Run 1, register map, names as in the netlist:
Other sequential cells in the stronger grey, the rest of the logic in the fainter grey.
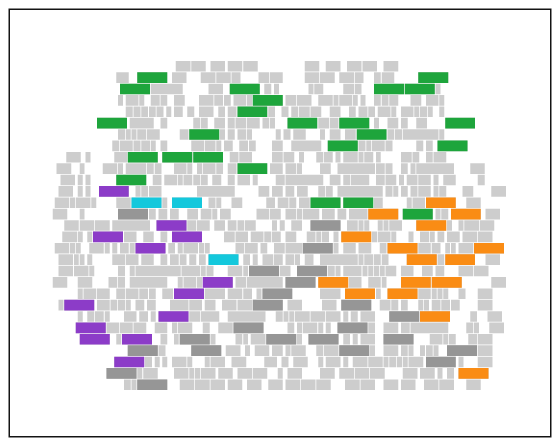
Run 1, wiring heat map:
Scale bar: 50 microns. The die is cut into 26 by 20 equal tiles; black is low, pale yellow is high, scaled to the fullest tile. Values are wire area over tile area, all layers added.
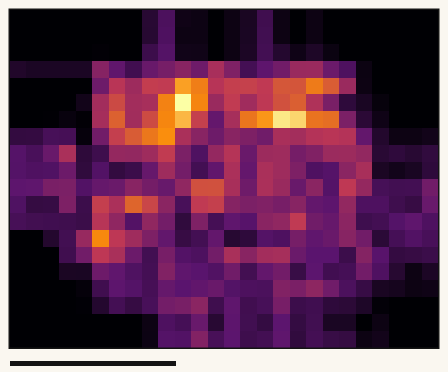
Run 1, layout detail:
Scale bar: 20 microns. Region (7, 0) to (57, 50) microns. Cells in grey, sequential cells in the stronger grey; small squares are vias.
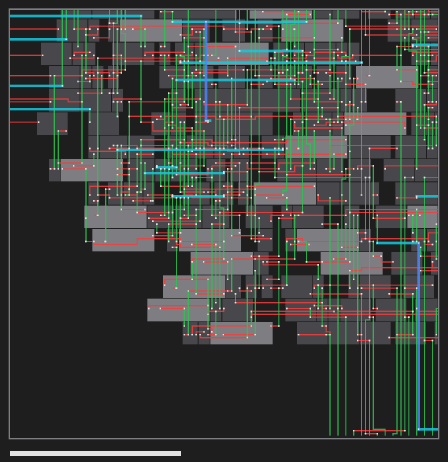
Run 1, placement view:
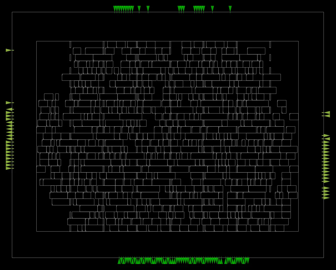
**src/rtl/adc_frame_sched_pkg.sv**
```systemverilog
// adc_frame_sched_pkg: shared widths, scheduler state encoding and read-port ownership helper
package adc_frame_sched_pkg;
  localparam int SMPL_ADDR_W = 6;
  localparam int SMPL_W = 16;
  localparam int SCHED_TIMER_W = 24;
  localparam int FRAME_CNT_W = 16;
  typedef enum logic [2:0] {
    SCHED_IDLE   = 3'd0,
    SCHED_ARM    = 3'd1,
    SCHED_FREEZE = 3'd2,
    SCHED_PROC   = 3'd3,
    SCHED_HOLD   = 3'd4
  } sched_state_e;
  function automatic logic fft_owns_port(sched_state_e s);
    return (s == SCHED_FREEZE) || (s == SCHED_PROC);
  endfunction
endpackage

```
**src/rtl/adc_frame_sched_if.sv**
```systemverilog
// adc_frame_sched_if: config, ADC buffer, FFT, host read and status signals of the frame scheduler
interface adc_frame_sched_if
  import adc_frame_sched_pkg::*;
#(
  parameter int ADDR_W = SMPL_ADDR_W,
  parameter int DATA_W = SMPL_W,
  parameter int TIMER_W = SCHED_TIMER_W
);
  logic cfg_go, cfg_stop, cfg_cont;
  logic [TIMER_W-1:0] cfg_interval;
  logic adc_enable, adc_valid;
  logic [ADDR_W-1:0] adc_addr;
  logic [DATA_W-1:0] adc_data;
  logic fft_start, fft_done;
  logic [ADDR_W-1:0] fft_addr;
  logic [DATA_W-1:0] fft_data;
  logic host_req, host_ack;
  logic [ADDR_W-1:0] host_addr;
  logic [DATA_W-1:0] host_rdata;
  logic busy, overrun, fft_timeout, irq;
  logic [FRAME_CNT_W-1:0] frame_cnt;
  modport slave (
    input cfg_go, cfg_stop, cfg_cont, cfg_interval, adc_valid, adc_data,
          fft_done, fft_addr, host_req, host_addr,
    output adc_enable, adc_addr, fft_start, fft_data, host_ack, host_rdata,
           busy, frame_cnt, overrun, fft_timeout, irq
  );
  modport master (
    output cfg_go, cfg_stop, cfg_cont, cfg_interval, adc_valid, adc_data,
           fft_done, fft_addr, host_req, host_addr,
    input adc_enable, adc_addr, fft_start, fft_data, host_ack, host_rdata,
          busy, frame_cnt, overrun, fft_timeout, irq
  );
endinterface

```
**src/rtl/adc_frame_sched.sv**
```systemverilog
// adc_frame_sched: gates ADC capture, launches FFT per frozen frame, arbitrates the sample buffer read port
module adc_frame_sched
  import adc_frame_sched_pkg::*;
#(
  parameter int ADDR_W = SMPL_ADDR_W,
  parameter int DATA_W = SMPL_W,
  parameter int TIMER_W = SCHED_TIMER_W,
  parameter int WDOG = 4096
) (
  input logic clk,
  input logic rst,
  adc_frame_sched_if.slave bus
);
  localparam int WW = $clog2(WDOG + 1);
  localparam logic [WW-1:0] WMAX = WW'(WDOG - 1);
  sched_state_e state_q;
  logic stop_pend_q, adc_enable_q, fft_start_q, irq_q, overrun_q, fft_timeout_q, host_ack_q;
  logic [WW-1:0] wdog_q;
  logic [TIMER_W-1:0] tmr_q;
  logic [FRAME_CNT_W-1:0] frame_cnt_q;
  logic [DATA_W-1:0] host_rdata_q;
  logic [ADDR_W-1:0] rd_addr;
  logic fft_owns, host_take;
  assign fft_owns = fft_owns_port(state_q);
  // one-cycle gap after each ack caps the host at one read every two cycles
  assign host_take = bus.host_req && !fft_owns && !host_ack_q;
  assign rd_addr = fft_owns ? bus.fft_addr : bus.host_addr;
  always_ff @(posedge clk) begin
    if (rst) begin
      state_q <= SCHED_IDLE;
      stop_pend_q <= 1'b0;
      adc_enable_q <= 1'b0;
      fft_start_q <= 1'b0;
      irq_q <= 1'b0;
      overrun_q <= 1'b0;
      fft_timeout_q <= 1'b0;
      host_ack_q <= 1'b0;
      wdog_q <= '0;
      tmr_q <= '0;
      frame_cnt_q <= '0;
      host_rdata_q <= '0;
    end else begin
      fft_start_q <= 1'b0;
      irq_q <= 1'b0;
      host_ack_q <= host_take;
      if (host_take) host_rdata_q <= bus.adc_data;
      if (bus.adc_valid && state_q != SCHED_ARM) overrun_q <= 1'b1;
      // stop is deferred to the frame boundary so the ADC write pointer stays aligned
      if (bus.cfg_stop && state_q inside {SCHED_ARM, SCHED_FREEZE, SCHED_PROC}) stop_pend_q <= 1'b1;
      case (state_q)
        SCHED_IDLE: if (bus.cfg_go) begin
          state_q <= SCHED_ARM;
          adc_enable_q <= 1'b1;
          stop_pend_q <= bus.cfg_stop;
        end
        SCHED_ARM: if (bus.adc_valid) begin
          state_q <= SCHED_FREEZE;
          adc_enable_q <= 1'b0;
        end
        SCHED_FREEZE: begin
          state_q <= SCHED_PROC;
          fft_start_q <= 1'b1;
          wdog_q <= '0;
        end
        SCHED_PROC: begin
          wdog_q <= (wdog_q == WMAX) ? wdog_q : wdog_q + 1'b1;
          if (bus.fft_done) begin
            frame_cnt_q <= frame_cnt_q + 1'b1;
            irq_q <= 1'b1;
            if (stop_pend_q || bus.cfg_stop || !bus.cfg_cont) begin
              state_q <= SCHED_IDLE;
              stop_pend_q <= 1'b0;
            end else if (bus.cfg_interval == '0) begin
              state_q <= SCHED_ARM;
              adc_enable_q <= 1'b1;
            end else begin
              state_q <= SCHED_HOLD;
              tmr_q <= bus.cfg_interval;
            end
          end else if (wdog_q == WMAX) begin
            state_q <= SCHED_IDLE;
            fft_timeout_q <= 1'b1;
            stop_pend_q <= 1'b0;
          end
        end
        SCHED_HOLD: if (bus.cfg_stop) state_q <= SCHED_IDLE;
          else if (tmr_q == TIMER_W'(1)) begin
            state_q <= SCHED_ARM;
            adc_enable_q <= 1'b1;
          end else tmr_q <= tmr_q - 1'b1;
        default: state_q <= SCHED_IDLE;
      endcase
    end
  end
  assign bus.adc_enable = adc_enable_q;
  assign bus.adc_addr = rd_addr;
  assign bus.fft_start = fft_start_q;
  assign bus.fft_data = bus.adc_data;
  assign bus.host_ack = host_ack_q;
  assign bus.host_rdata = host_rdata_q;
  assign bus.busy = state_q != SCHED_IDLE;
  assign bus.frame_cnt = frame_cnt_q;
  assign bus.overrun = overrun_q;
  assign bus.fft_timeout = fft_timeout_q;
  assign bus.irq = irq_q;
endmodule

```
**src/flat_wrapper.sv**
```systemverilog
// flat-port wrapper written by rule: the top's interface ports become plain ports
module adc_frame_sched_flat import adc_frame_sched_pkg::*;
#(
  parameter int ADDR_W = SMPL_ADDR_W,
  parameter int DATA_W = SMPL_W,
  parameter int TIMER_W = SCHED_TIMER_W,
  parameter int WDOG = 4096
)
  (clk, rst, bus_cfg_go, bus_cfg_stop, bus_cfg_cont, bus_cfg_interval, bus_adc_valid, bus_adc_data, bus_fft_done, bus_fft_addr, bus_host_req, bus_host_addr, bus_adc_enable, bus_adc_addr, bus_fft_start, bus_fft_data, bus_host_ack, bus_host_rdata, bus_busy, bus_frame_cnt, bus_overrun, bus_fft_timeout, bus_irq);
  adc_frame_sched_if #(.ADDR_W(ADDR_W), .DATA_W(DATA_W), .TIMER_W(TIMER_W)) bus_i ();
  input logic clk;
  input logic rst;
  input wire logic [$bits(bus_i.cfg_go)-1:0] bus_cfg_go;
  input wire logic [$bits(bus_i.cfg_stop)-1:0] bus_cfg_stop;
  input wire logic [$bits(bus_i.cfg_cont)-1:0] bus_cfg_cont;
  input wire logic [$bits(bus_i.cfg_interval)-1:0] bus_cfg_interval;
  input wire logic [$bits(bus_i.adc_valid)-1:0] bus_adc_valid;
  input wire logic [$bits(bus_i.adc_data)-1:0] bus_adc_data;
  input wire logic [$bits(bus_i.fft_done)-1:0] bus_fft_done;
  input wire logic [$bits(bus_i.fft_addr)-1:0] bus_fft_addr;
  input wire logic [$bits(bus_i.host_req)-1:0] bus_host_req;
  input wire logic [$bits(bus_i.host_addr)-1:0] bus_host_addr;
  output wire logic [$bits(bus_i.adc_enable)-1:0] bus_adc_enable;
  output wire logic [$bits(bus_i.adc_addr)-1:0] bus_adc_addr;
  output wire logic [$bits(bus_i.fft_start)-1:0] bus_fft_start;
  output wire logic [$bits(bus_i.fft_data)-1:0] bus_fft_data;
  output wire logic [$bits(bus_i.host_ack)-1:0] bus_host_ack;
  output wire logic [$bits(bus_i.host_rdata)-1:0] bus_host_rdata;
  output wire logic [$bits(bus_i.busy)-1:0] bus_busy;
  output wire logic [$bits(bus_i.frame_cnt)-1:0] bus_frame_cnt;
  output wire logic [$bits(bus_i.overrun)-1:0] bus_overrun;
  output wire logic [$bits(bus_i.fft_timeout)-1:0] bus_fft_timeout;
  output wire logic [$bits(bus_i.irq)-1:0] bus_irq;
  assign bus_i.cfg_go = bus_cfg_go;
  assign bus_i.cfg_stop = bus_cfg_stop;
  assign bus_i.cfg_cont = bus_cfg_cont;
  assign bus_i.cfg_interval = bus_cfg_interval;
  assign bus_i.adc_valid = bus_adc_valid;
  assign bus_i.adc_data = bus_adc_data;
  assign bus_i.fft_done = bus_fft_done;
  assign bus_i.fft_addr = bus_fft_addr;
  assign bus_i.host_req = bus_host_req;
  assign bus_i.host_addr = bus_host_addr;
  assign bus_adc_enable = bus_i.adc_enable;
  assign bus_adc_addr = bus_i.adc_addr;
  assign bus_fft_start = bus_i.fft_start;
  assign bus_fft_data = bus_i.fft_data;
  assign bus_host_ack = bus_i.host_ack;
  assign bus_host_rdata = bus_i.host_rdata;
  assign bus_busy = bus_i.busy;
  assign bus_frame_cnt = bus_i.frame_cnt;
  assign bus_overrun = bus_i.overrun;
  assign bus_fft_timeout = bus_i.fft_timeout;
  assign bus_irq = bus_i.irq;
  adc_frame_sched #(.ADDR_W(ADDR_W), .DATA_W(DATA_W), .TIMER_W(TIMER_W), .WDOG(WDOG)) u_core (.clk(clk), .rst(rst), .bus(bus_i));
endmodule
```
**config.mk**
```make
export PLATFORM = sky130hd
export DESIGN_NAME = adc_frame_sched_flat
export DESIGN_NICKNAME = d
export VERILOG_FILES = /design/src/rtl/adc_frame_sched_pkg.sv /design/src/rtl/adc_frame_sched_if.sv /design/src/rtl/adc_frame_sched.sv /design/src/flat_wrapper.sv
export SDC_FILE = /design/constraint.sdc
export NUM_CORES = 1
export LEC_CHECK = 0
export CAP_MARGIN = 10
export CORE_ASPECT_RATIO = 0.75
export CORE_MARGIN = 10
export CORE_UTILIZATION = 48
export DETAILED_ROUTE_END_ITERATION = 16
export PLACE_DENSITY = 0.8
export SYNTH_ARGS = -nofsm -noshare
export SYNTH_HDL_FRONTEND = slang
export SYNTH_SLANG_ARGS = --single-unit
```
**constraint.sdc**
```tcl
create_clock -name clk -period 2.5 [get_ports clk]
set_clock_uncertainty 0.05 [all_clocks]
set_input_delay 0.5 -clock clk [delete_from_list [all_inputs] [get_ports clk]]
set_output_delay 0.5 -clock clk [all_outputs]
set_load 0.02 [all_outputs]
```
==> results.yml, run 1 <==
# implementation run metrics
outcome:
  status: "completed"
grt:
  antenna_found_initial: 0
  grt-busiest-layer: "met2"
  overflow: 0
  grt_pass1_vias: 4407
  grt_pass1_wl_microns: 21850
  grt_max_degree: 65
clock_network:
  cts_made_buffers: 9
  post_cts_resized: 0
  clock_path_buffers: 2
  cts_setup_buffers: 0
  htreeDepth: 3
  cts_root_buffer: "clkbuf_16"
worst_setup_path:
  critical_path_peak_fanout: 10
  cp-start-kind: "register"
  critPathKind: "register to primary output"
  rr_worst_depth: 8
  reg2reg_from: "u_core.tmr_q[0]"
  crit_required_ns: 1.95
  r2r_setup_slack_ns: 0.17
synth:
  top_area_share_pct: 36.88
  syn_avg_cell_area_sq_um: 7.740
  synth_area_sq_um: 4288
  yosys-stat-area_sq_um: 4288
  postSynth.asyncResetShare_pct: 0
  synth_flops: 79
routing:
  drt_iter0_markers: 548
  drc: 0
sta:
  hold_violations: 0
  finalSetupTns_ns: 0
  min_period_over_period_pct: 94.81
  slew_headroom_pct: 51.28
  finalSetupViolations: 0
  grt_setup_unrepaired: "no"
layout:
  nNetsFinal: 725
  comb_area_sq_um: 2386
  fin_cells: 773
  drive_gt1_share_pct: 9.173
run:
  max_cap_violations: 0
  warnings: 27
placement:
  numPortBuffers: 120
  gp_congestion: 0.9214
floorplan:
  rows: 29
  fp_util_pct: 50.07
  chipHeight_microns: 101.9
worst_hold_path:
  hp-class: "register to register"
  min_path_cells: 2
  hp-start: "u_core.bus.host_rdata[15]"
power_and_ir_drop:
  peakVddDrop_uv: 374.2
Back to the opening pictures, 'register map, names as in the netlist':
Key: green = u_core.tmr_q [sequential cells 24]; orange = u_core.bus.frame_cnt [sequential cells 16, where right middle]; purple = u_core.wdog_q [sequential cells 13]; cyan = u_core.state_q [sequential cells 3]
seq pwr: 1.31 mW
flop share of the area: 26.81%
Register Area: 1582 sq um
Final Util: 68.88%

Back to the opening pictures, 'wiring heat map':
The fullest tile reaches 0.78. The mean over all tiles is 0.17. The densest ninth of the die: middle. 9.0% of the tiles are over half the peak. 24% of the tiles are nearly empty.
Routed WL: 13650 microns
Vias: 4596
Tot GR Track Use: 20.11%
WL per Instance: 17.66 microns

Back to the opening pictures, 'layout detail':
Key: red = met1; green = met2; blue = met4; cyan = met3
Most frequent: clkdlybuf4s50_1 (27), nand2_1 (23), dfxtp_1 (17). Sequential cells in the window: 17. 144 logic cells have their middle in the window. Netlist names of flops here include u_core.wdog_q (11), u_core.bus.host_rdata (4).

Back to the opening pictures, 'placement view':
core area: 8563 sq um
Flops: 79
fillers: 680

run 1: how the worst max path moves through the flow:
stage	end	depth (start not counted)	slack, ns
floorplan	u_core.tmr_q[18]	8	0.43
global placement	u_core.bus.frame_cnt[12]	5	0.06
global route	u_core.tmr_q[22]	8	0.03
CTS	bus_busy	3	0.12
finish	bus_busy	3	0.13
detailed placement	u_core.bus.frame_cnt[12]	5	0.002
run 1: critical path: stages, from the launching register on:
cell and delay, ns:
dfxtp_1 0.33, buf_4 0.17, or3_1 0.41, clkdlybuf4s50_1 0.57
run 1: layer usage:
| layer | share of wire (%) | routed length (microns) | up-vias |
|---|---|---|---|
| met5 | 0 | 0 | - |
| met4 | 1.3 | 172 | 0 |
| met3 | 8.7 | 1182 | 25 |
| met2 | 49 | 6717 | 211 |
| met1 | 41 | 5575 | 2163 |
| li1 | - | - | 2197 |
run 1: registers in the layout (all words and copies together), names as in the netlist, 3 cells and up:
| name | cells |
|---|---|
| u_core.bus.frame_cnt | 16 |
| u_core.bus.host_rdata | 16 |
| u_core.tmr_q | 24 |
| u_core.state_q | 3 |
| u_core.wdog_q | 13 |
run 1: final cells by class:
class / count / share of cell area, %
clock inverters: 3 / 1.103
clock buffers: 12 / 4.518
inverters: 12 / 0.7637
flip-flops and latches: 79 / 26.81
well taps: 108 / 2.291
repair buffers: 148 / 24.06
multi-input cells: 411 / 40.45
run 1: cell families (layout without fill, tap and decap cells):
family | after synthesis | count (layout) | synth area share [%]
compound gates | 146 | 146 | 21.59
xor+xnor | 20 | 20 | 4.085
fa+ha+maj | 4 | 4 | 1.167
buf+inv | 64 | 175 | 7.470
flops | 79 | 79 | 36.88
mux | 2 | 2 | 0.4961
simple gates | 239 | 239 | 28.30
run 1: through the flow:
step	hold WS (ns)	setup slack [ns]	util, %	instance area [sq um]
floorplan	0.3902	0.4305	-	4288
global placement	0.3920	0.05744	65.01	5567
detailed placement	0.3987	0.001616	65.01	5567
CTS	0.4071	0.1154	68.88	5898
global route	0.4264	0.03266	68.88	5898
finish	0.4054	0.1297	68.88	5898
run 1: report_power, final:
part | internal, mW | leakage (nW) | switching (mW)
Combinational | 0.237 | 1.35 | 0.246
Sequential | 1.29 | 0.640 | 0.0230
Clock | 0.949 | 0.165 | 0.497
Total | 2.48 | 2.16 | 0.766
run 1: synthesized netlist by cell type, types with 4 or more instances:
master and count:
a21oi_1 76, a22oi_1 10, a31oi_1 5, and3_1 9, and4_1 5, buf_2 6
buf_4 19, clkbuf_1 24, dfxtp_1 79, ha_1 4, inv_1 11, nand2_1 88
nand3_1 10, nand4_1 12, nor2_1 53, nor3_1 12, nor4_1 16, o21a_1 6
o21ai_0 8, o32ai_1 22, or3_1 5, or4_1 5, xnor2_1 13, xor2_1 7
==> run 2: changes to the inputs <==
--- a/config.mk
+++ b/config.mk
@@ -11,6 +11,7 @@
 export CORE_UTILIZATION = 48
 export DETAILED_ROUTE_END_ITERATION = 16
 export PLACE_DENSITY = 0.8
+export SETUP_SLACK_MARGIN = 0.3
 export SYNTH_ARGS = -nofsm -noshare
 export SYNTH_HDL_FRONTEND = slang
 export SYNTH_SLANG_ARGS = --single-unit
Run 2, register map, names as in the netlist:
Other sequential cells in the stronger grey, the rest of the logic in the fainter grey.
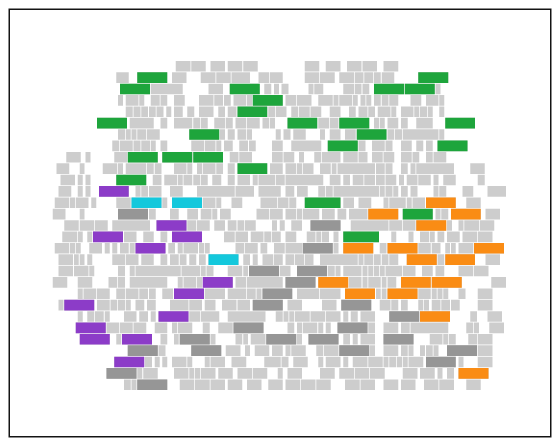
Key: orange = u_core.bus.frame_cnt [sequential cells 16, where right middle]; cyan = u_core.state_q [sequential cells 3]; purple = u_core.wdog_q [sequential cells 13]; green = u_core.tmr_q [sequential cells 24]
Another 23 sequential cells are not coloured.
flop share of the area: 26.29%
Final Util: 70.59%

Run 2, wiring heat map:
Scale bar: 50 microns. The die is cut into 26 by 20 equal tiles; black is low, pale yellow is high, scaled to the fullest tile. Values are wire area over tile area, all layers added.
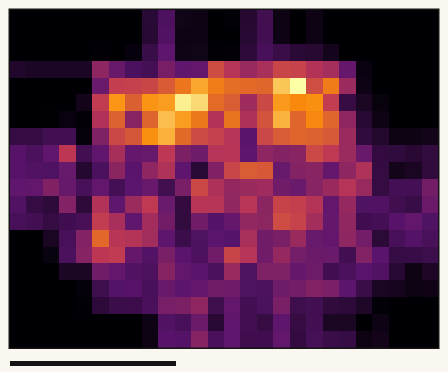
14% of the tiles are over half the peak. The densest ninth of the die: middle. The fullest tile reaches 0.76. The mean over all tiles is 0.18. The emptiest ninth of the die: bottom left. 24% of the tiles are nearly empty.
Tot GR Track Use: 20.23%
WL per Instance: 18.27 microns
Routed WL: 14270 microns
Vias: 4697

==> run 2 against run 1 <==
Highest routed layer unchanged. Combinational power hardly changed. Clock power about the same. First-iteration DRC count up 2.7%. Synthesized cell count did not move. Non-clock buffer count up 8. Hold slack lost 0.0013 ns. Register-to-register slack improved by 0.17 ns. Largest cell class unchanged. Cell area increased by 2.5%.
==> results.yml, run 2 <==
# implementation run metrics
outcome:
  status: "completed"
grt:
  antenna_found_initial: 0
  grt_max_degree: 65
  grt_pass1_vias: 4431
  overflow: 0
power_and_ir_drop:
  peakVddDrop_uv: 349.7
worst_hold_path:
  hp-start: "u_core.bus.host_rdata[15]"
  hp-class: "register to register"
routing:
  drt_iter0_markers: 563
  drc: 0
sta:
  finalSetupTns_ns: 0
  slew_headroom_pct: 50.51
  min_period_over_period_pct: 86.84
  hold_violations: 0
  holdWs_ns: 0.4042
  finalSetupViolations: 0
worst_setup_path:
  crit_path_cell_trace: "clkdlybuf4s50_1, nor4_2, buf_4, nand4_1, o21a_1, nor2_4, buf_2, o32ai_1"
  critPathKind: "input pin to register"
  cp-start-kind: "input pin"
  critical_path_peak_fanout: 5
  r2r_setup_slack_ns: 0.34
  rr_worst_depth: 8
  slowest_stage: "clkdlybuf4s50_1"
  critPathMaxStageDelay_ns: 0.48
  cp_top_family: "buffers and inverters"
synth:
  yosys-stat-area_sq_um: 4288
  synth_area_sq_um: 4288
  postSynth.asyncResetShare_pct: 0
  top_area_share_pct: 36.88
  syn_avg_cell_area_sq_um: 7.740
  synth.most_common_cell: "nand2_1"
clock_network:
  htreeDepth: 3
  clock_path_buffers: 2
  cts_made_buffers: 9
  cts_root_buffer: "clkbuf_16"
floorplan:
  fp_util_pct: 50.07
  chipHeight_microns: 101.9
  rows: 29
placement:
  placed_area_sq_um: 5567
  gp_congestion: 0.9214
  numPortBuffers: 120
layout:
  fill_cells: 660
  largest_reg_flops: 24
  fin_area_sq_um: 6045
run:
  warnings: 27
  max_cap_violations: 0
[run 2: cell counts after synthesis]
No cell type changed its count.
[run 2: metrics by stage]
stage / power [mW] / std cells / worst slack, ns
after detailed placement: 1.820 / 758 / 0.001616
final: 3.246 / 781 / 0.3289
after global placement: 1.810 / 758 / 0.05744
after floorplan: 1.573 / 554 / 0.4305
after global routing: 3.349 / 781 / 0.2899
after CTS: 3.245 / 775 / 0.3056
[run 2: routing by layer]
layer | GRT usage, % | wire (microns) | vias to the layer above
met4 | 5.405 | 294 | 0
met5 | 0 | 0 | -
met1 | 24.19 | 5723 | 2197
met2 | 34.84 | 6914 | 244
li1 | - | - | 2217
met3 | 6.001 | 1336 | 39
[run 2: layout make-up]
class,count,area (sq um),share of cell area [%]
Multi-Input combinational cell,411,2454,40.59
Sequential cell,79,1589,26.29
Timing Repair Buffer,156,1485,24.57
Clock buffer,12,266.5,4.409
Tap cell,108,135.1,2.236
Clock inverter,3,65.06,1.076
Inverter,12,50.05,0.8280
[run 2: worst register-to-register path, stage by stage (launching register included)]
cell     delay [ns]
dfxtp_4        0.37
inv_4          0.07
ha_4           0.13
or3b_4         0.40
nor4b_4        0.33
buf_6          0.19
and4_1         0.21
a21oi_2        0.04
o32ai_1        0.28
[run 2: kinds of logic (layout without fill, tap and decap cells)]
logic type | count (synthesis) | in the layout | share of synthesized area, %
compound gates | 146 | 146 | 21.59
xor+xnor | 20 | 20 | 4.085
fa+ha+maj | 4 | 4 | 1.167
buf+inv | 64 | 183 | 7.470
flops | 79 | 79 | 36.88
mux | 2 | 2 | 0.4961
simple gates | 239 | 239 | 28.30
[run 2: worst max-delay path by stage]
stage,end,cells after the start
floorplan,u_core.tmr_q[18],8
global placement,u_core.bus.frame_cnt[12],5
detailed placement,u_core.bus.frame_cnt[12],5
CTS,u_core.tmr_q[22],6
global route,u_core.tmr_q[22],8
finish,u_core.tmr_q[9],8
[run 2: repair_timing]
| item | 4_1_cts | 5_1_grt |
|---|---|---|
| pin swaps | 0 | 6 |
| endpoints found under the setup margin | 13 | 32 |
| gates resized | 10 | 26 |
| setup buffers | 2 | 4 |
| cloned | 0 | 2 |
| hold buffers | 0 | 0 |
[run 2: where the power goes]
group | internal (mW) | leakage [nW] | switching [mW]
Combinational | 0.233 | 1.43 | 0.250
Clock | 0.949 | 0.165 | 0.503
Sequential | 1.29 | 0.642 | 0.0234
Total | 2.47 | 2.24 | 0.777
==> run 3: changes to the inputs <==
--- a/config.mk
+++ b/config.mk
@@ -8,10 +8,11 @@
 export CAP_MARGIN = 10
 export CORE_ASPECT_RATIO = 0.75
 export CORE_MARGIN = 10
-export CORE_UTILIZATION = 48
+export CORE_UTILIZATION = 44
 export DETAILED_ROUTE_END_ITERATION = 16
-export PLACE_DENSITY = 0.8
+export PLACE_DENSITY = 0.77
 export SETUP_SLACK_MARGIN = 0.3
+export SLEW_MARGIN = 25
 export SYNTH_ARGS = -nofsm -noshare
 export SYNTH_HDL_FRONTEND = slang
 export SYNTH_SLANG_ARGS = --single-unit
==> constraint.sdc (replaced) <==
create_clock -name clk -period 1.8 [get_ports clk]
set_clock_uncertainty 0.05 [all_clocks]
set_input_delay 0.36 -clock clk [delete_from_list [all_inputs] [get_ports clk]]
set_output_delay 0.36 -clock clk [all_outputs]
set_load 0.02 [all_outputs]
Run 3, placement view:
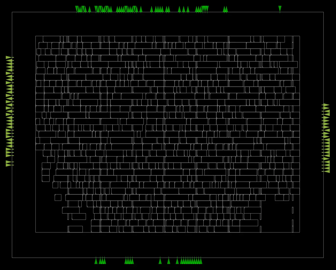
core area: 9580 sq um
Final Util: 84.29%
fillers: 476
final std cells w/o fill: 943

Run 3, layout detail:
Scale bar: 20 microns. Region (8, 1) to (58, 51) microns. Cells in grey, sequential cells in the stronger grey; small squares are vias.
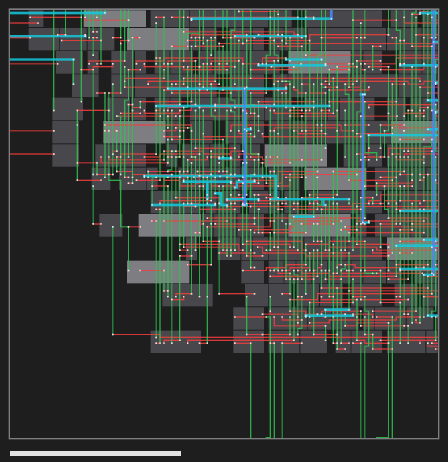
Key: cyan = met3; red = met1; blue = met4; green = met2
Sequential cells in the window: 11. Netlist names of flops here include u_core.tmr_q (10), u_core.bus.host_rdata (1). Most frequent: buf_4 (29), a21oi_1 (16), nand2_1 (13). 152 logic cells have their middle in the window.

==> run 3 against run 2 <==
Highest routed layer unchanged. Register-to-register slack got worse by 0.65 ns. Hold slack better by 0.0021 ns. Critical path type is now register to register. Synthesized cell count is the same. Via count is 25% higher. Worst setup slack got worse by 0.64 ns. Largest power group unchanged. Routed wire length is 48% higher. The run now ends with negative setup slack left. Utilization grew 14 points. Cell count increased by 21%. Sequential power grew 38%. Critical endpoint is now u_core.tmr_q[22].
==> results.yml, run 3 <==
# implementation run metrics
synth:
  ys_sh_aoi_pct: 21.59
  ys_sh_adder_pct: 1.167
  common_cells: "88 x nand2_1, 79 x dfxtp_1, 76 x a21oi_1, 53 x nor2_1, 24 x clkbuf_1"
  synth_flops: 79
  synth.most_common_cell: "nand2_1"
  mux_area_share_pct: 0.4961
  postSynth.asyncResetShare_pct: 0
  syn_avg_cell_area_sq_um: 7.740
  ys_sh_simple_pct: 28.30
  top_area_share_pct: 36.88
grt:
  grt_use_total_pct: 23.78
  grt_max_degree: 38
worst_setup_path:
  cp-start-kind: "register"
  reg2reg_from: "u_core.tmr_q[0]"
  r2r_setup_slack_ns: -0.31
  critPathKind: "register to register"
sta:
  min_period_over_period_pct: 117.0
  finalSetupViolations: 40
  hold_violations: 0
  slew_headroom_pct: 66.52
  setup_ws_ns: -0.3062
placement:
  numPortBuffers: 120
  gp_congestion: 0.9043
layout:
  drive_gt1_share_pct: 49.63
  largest_reg_flops: 24
  nNetsFinal: 869
  comb_area_sq_um: 3278
  flop_area_sq_um: 1652
routing:
  vias: 5853
  routed_wl_microns: 21170
  wire_per_inst_microns: 22.45
  drt_iter0_markers: 595
worst_hold_path:
  hp-start: "u_core.bus.host_rdata[4]"
  hp-class: "register to register"
  min_path_cells: 2
outcome:
  status: "complete, but fails checks"
  failed_checks: "negative setup slack"
clock_network:
  clock_path_buffers: 2
  htreeDepth: 3
  cts_root_buffer: "clkbuf_16"
  cts_made_buffers: 9
floorplan:
  rows: 31
  chipHeight_microns: 105.5
run:
  max_cap_violations: 0
run 3: cell counts after synthesis:
No cell type changed its count.
run 3: cell families (layout without fill, tap and decap cells):
family	Yosys count	count (layout)
xor gates and xnor gates	20	20
and+or+nand+nor	239	239
AOI/OAI and AO/OA	146	146
DFF	79	79
buffers and inverters	64	320
adders and majority gates	4	4
other	0	1
muxes	2	2
run 3: worst max-delay path by stage:
| stage | start | endpoint | slack [ns] | depth (start not counted) |
|---|---|---|---|---|
| floorplan | u_core.tmr_q[1] | u_core.tmr_q[18] | -0.04 | 8 |
| global placement | bus_cfg_interval[1] | u_core.state_q[0] | -0.59 | 8 |
| detailed placement | bus_cfg_interval[12] | u_core.tmr_q[20] | -0.57 | 8 |
| CTS | u_core.tmr_q[1] | u_core.tmr_q[22] | -0.20 | 8 |
| global route | u_core.tmr_q[0] | u_core.tmr_q[22] | -0.36 | 8 |
| finish | u_core.tmr_q[0] | u_core.tmr_q[22] | -0.31 | 8 |
run 3: report_power, final:
| part | internal (mW) | total (mW) | switching (mW) | leakage, nW |
|---|---|---|---|---|
| registers | 1.77 | 1.81 | 0.0364 | 0.658 |
| logic | 0.452 | 0.944 | 0.492 | 2.51 |
| clock network | 1.25 | 2.01 | 0.752 | 0.160 |
run 3: area by class of cell:
| class | count | share of cell area, % |
|---|---|---|
| sequential | 79 | 20.45 |
| timing repair buffer | 292 | 32.29 |
| inverter | 12 | 0.5888 |
| tap | 132 | 2.045 |
| multi-input combinational | 411 | 40.59 |
| antenna | 1 | 0.03099 |
| clock inverter | 5 | 0.9916 |
| clock buffer | 11 | 3.006 |
run 3: through the flow:
step                      power [mW]  setup slack (ns)  TNS (ns)  cell area, sq um  std cells
after floorplan                2.213          -0.03759   -0.1882              4707        554
after global placement         2.634           -0.5880    -20.40              6644        872
after detailed placement       2.655           -0.5736    -20.47              6644        872
after CTS                      4.614           -0.1968    -2.901              7468        920
after global routing           4.874           -0.3602    -8.953              8075        943
final                          4.760           -0.3062    -7.007              8075        943
run 3: critical path, stage by stage, from the launching register on:
cell and delay [ns]:
dfxtp_2 0.33, inv_2 0.07, ha_4 0.15, or3b_4 0.40, nor4b_4 0.30, buf_6 0.18, and4_1 0.20, a21oi_2 0.04
o32ai_1 0.27
run 3: per-layer routing:
metal	routed length (microns)	global-route usage, %	vias to the layer above	part of all wire (%)
met2	10300	42.48	431	49
met3	2064	6.784	134	9.7
met5	0	0	-	0
met1	7585	26.02	2787	36
met4	1225	9.612	0	5.8
li1	-	-	2501	-
run 3: what timing repair did:
action,in CTS,in global routing
pin swaps,50,63
resized,263,126
buffers inserted,29,20
cloned,3,2
endpoints found under the setup margin,111,89
hold buffers,0,0

==> screenshots <==
Cell classes on the final placement.
Fill, decap, tap and diode cells in grey.
image #1
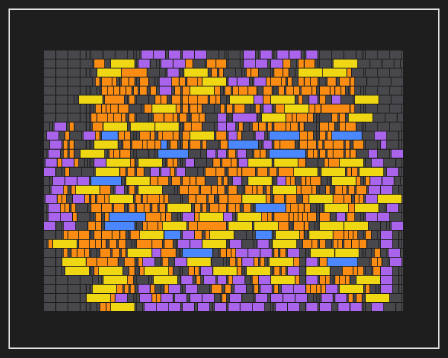
image #2
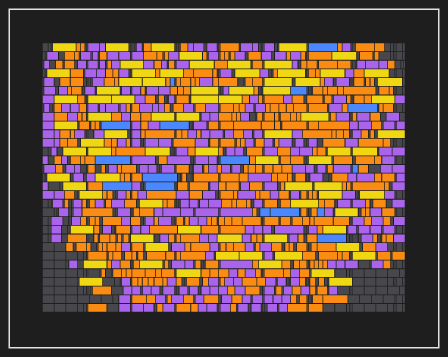
The one with the most cells is image #2.
run 3: image #2
run 1: image #1

No activity file was given, so power comes from the tool's default toggle rates.
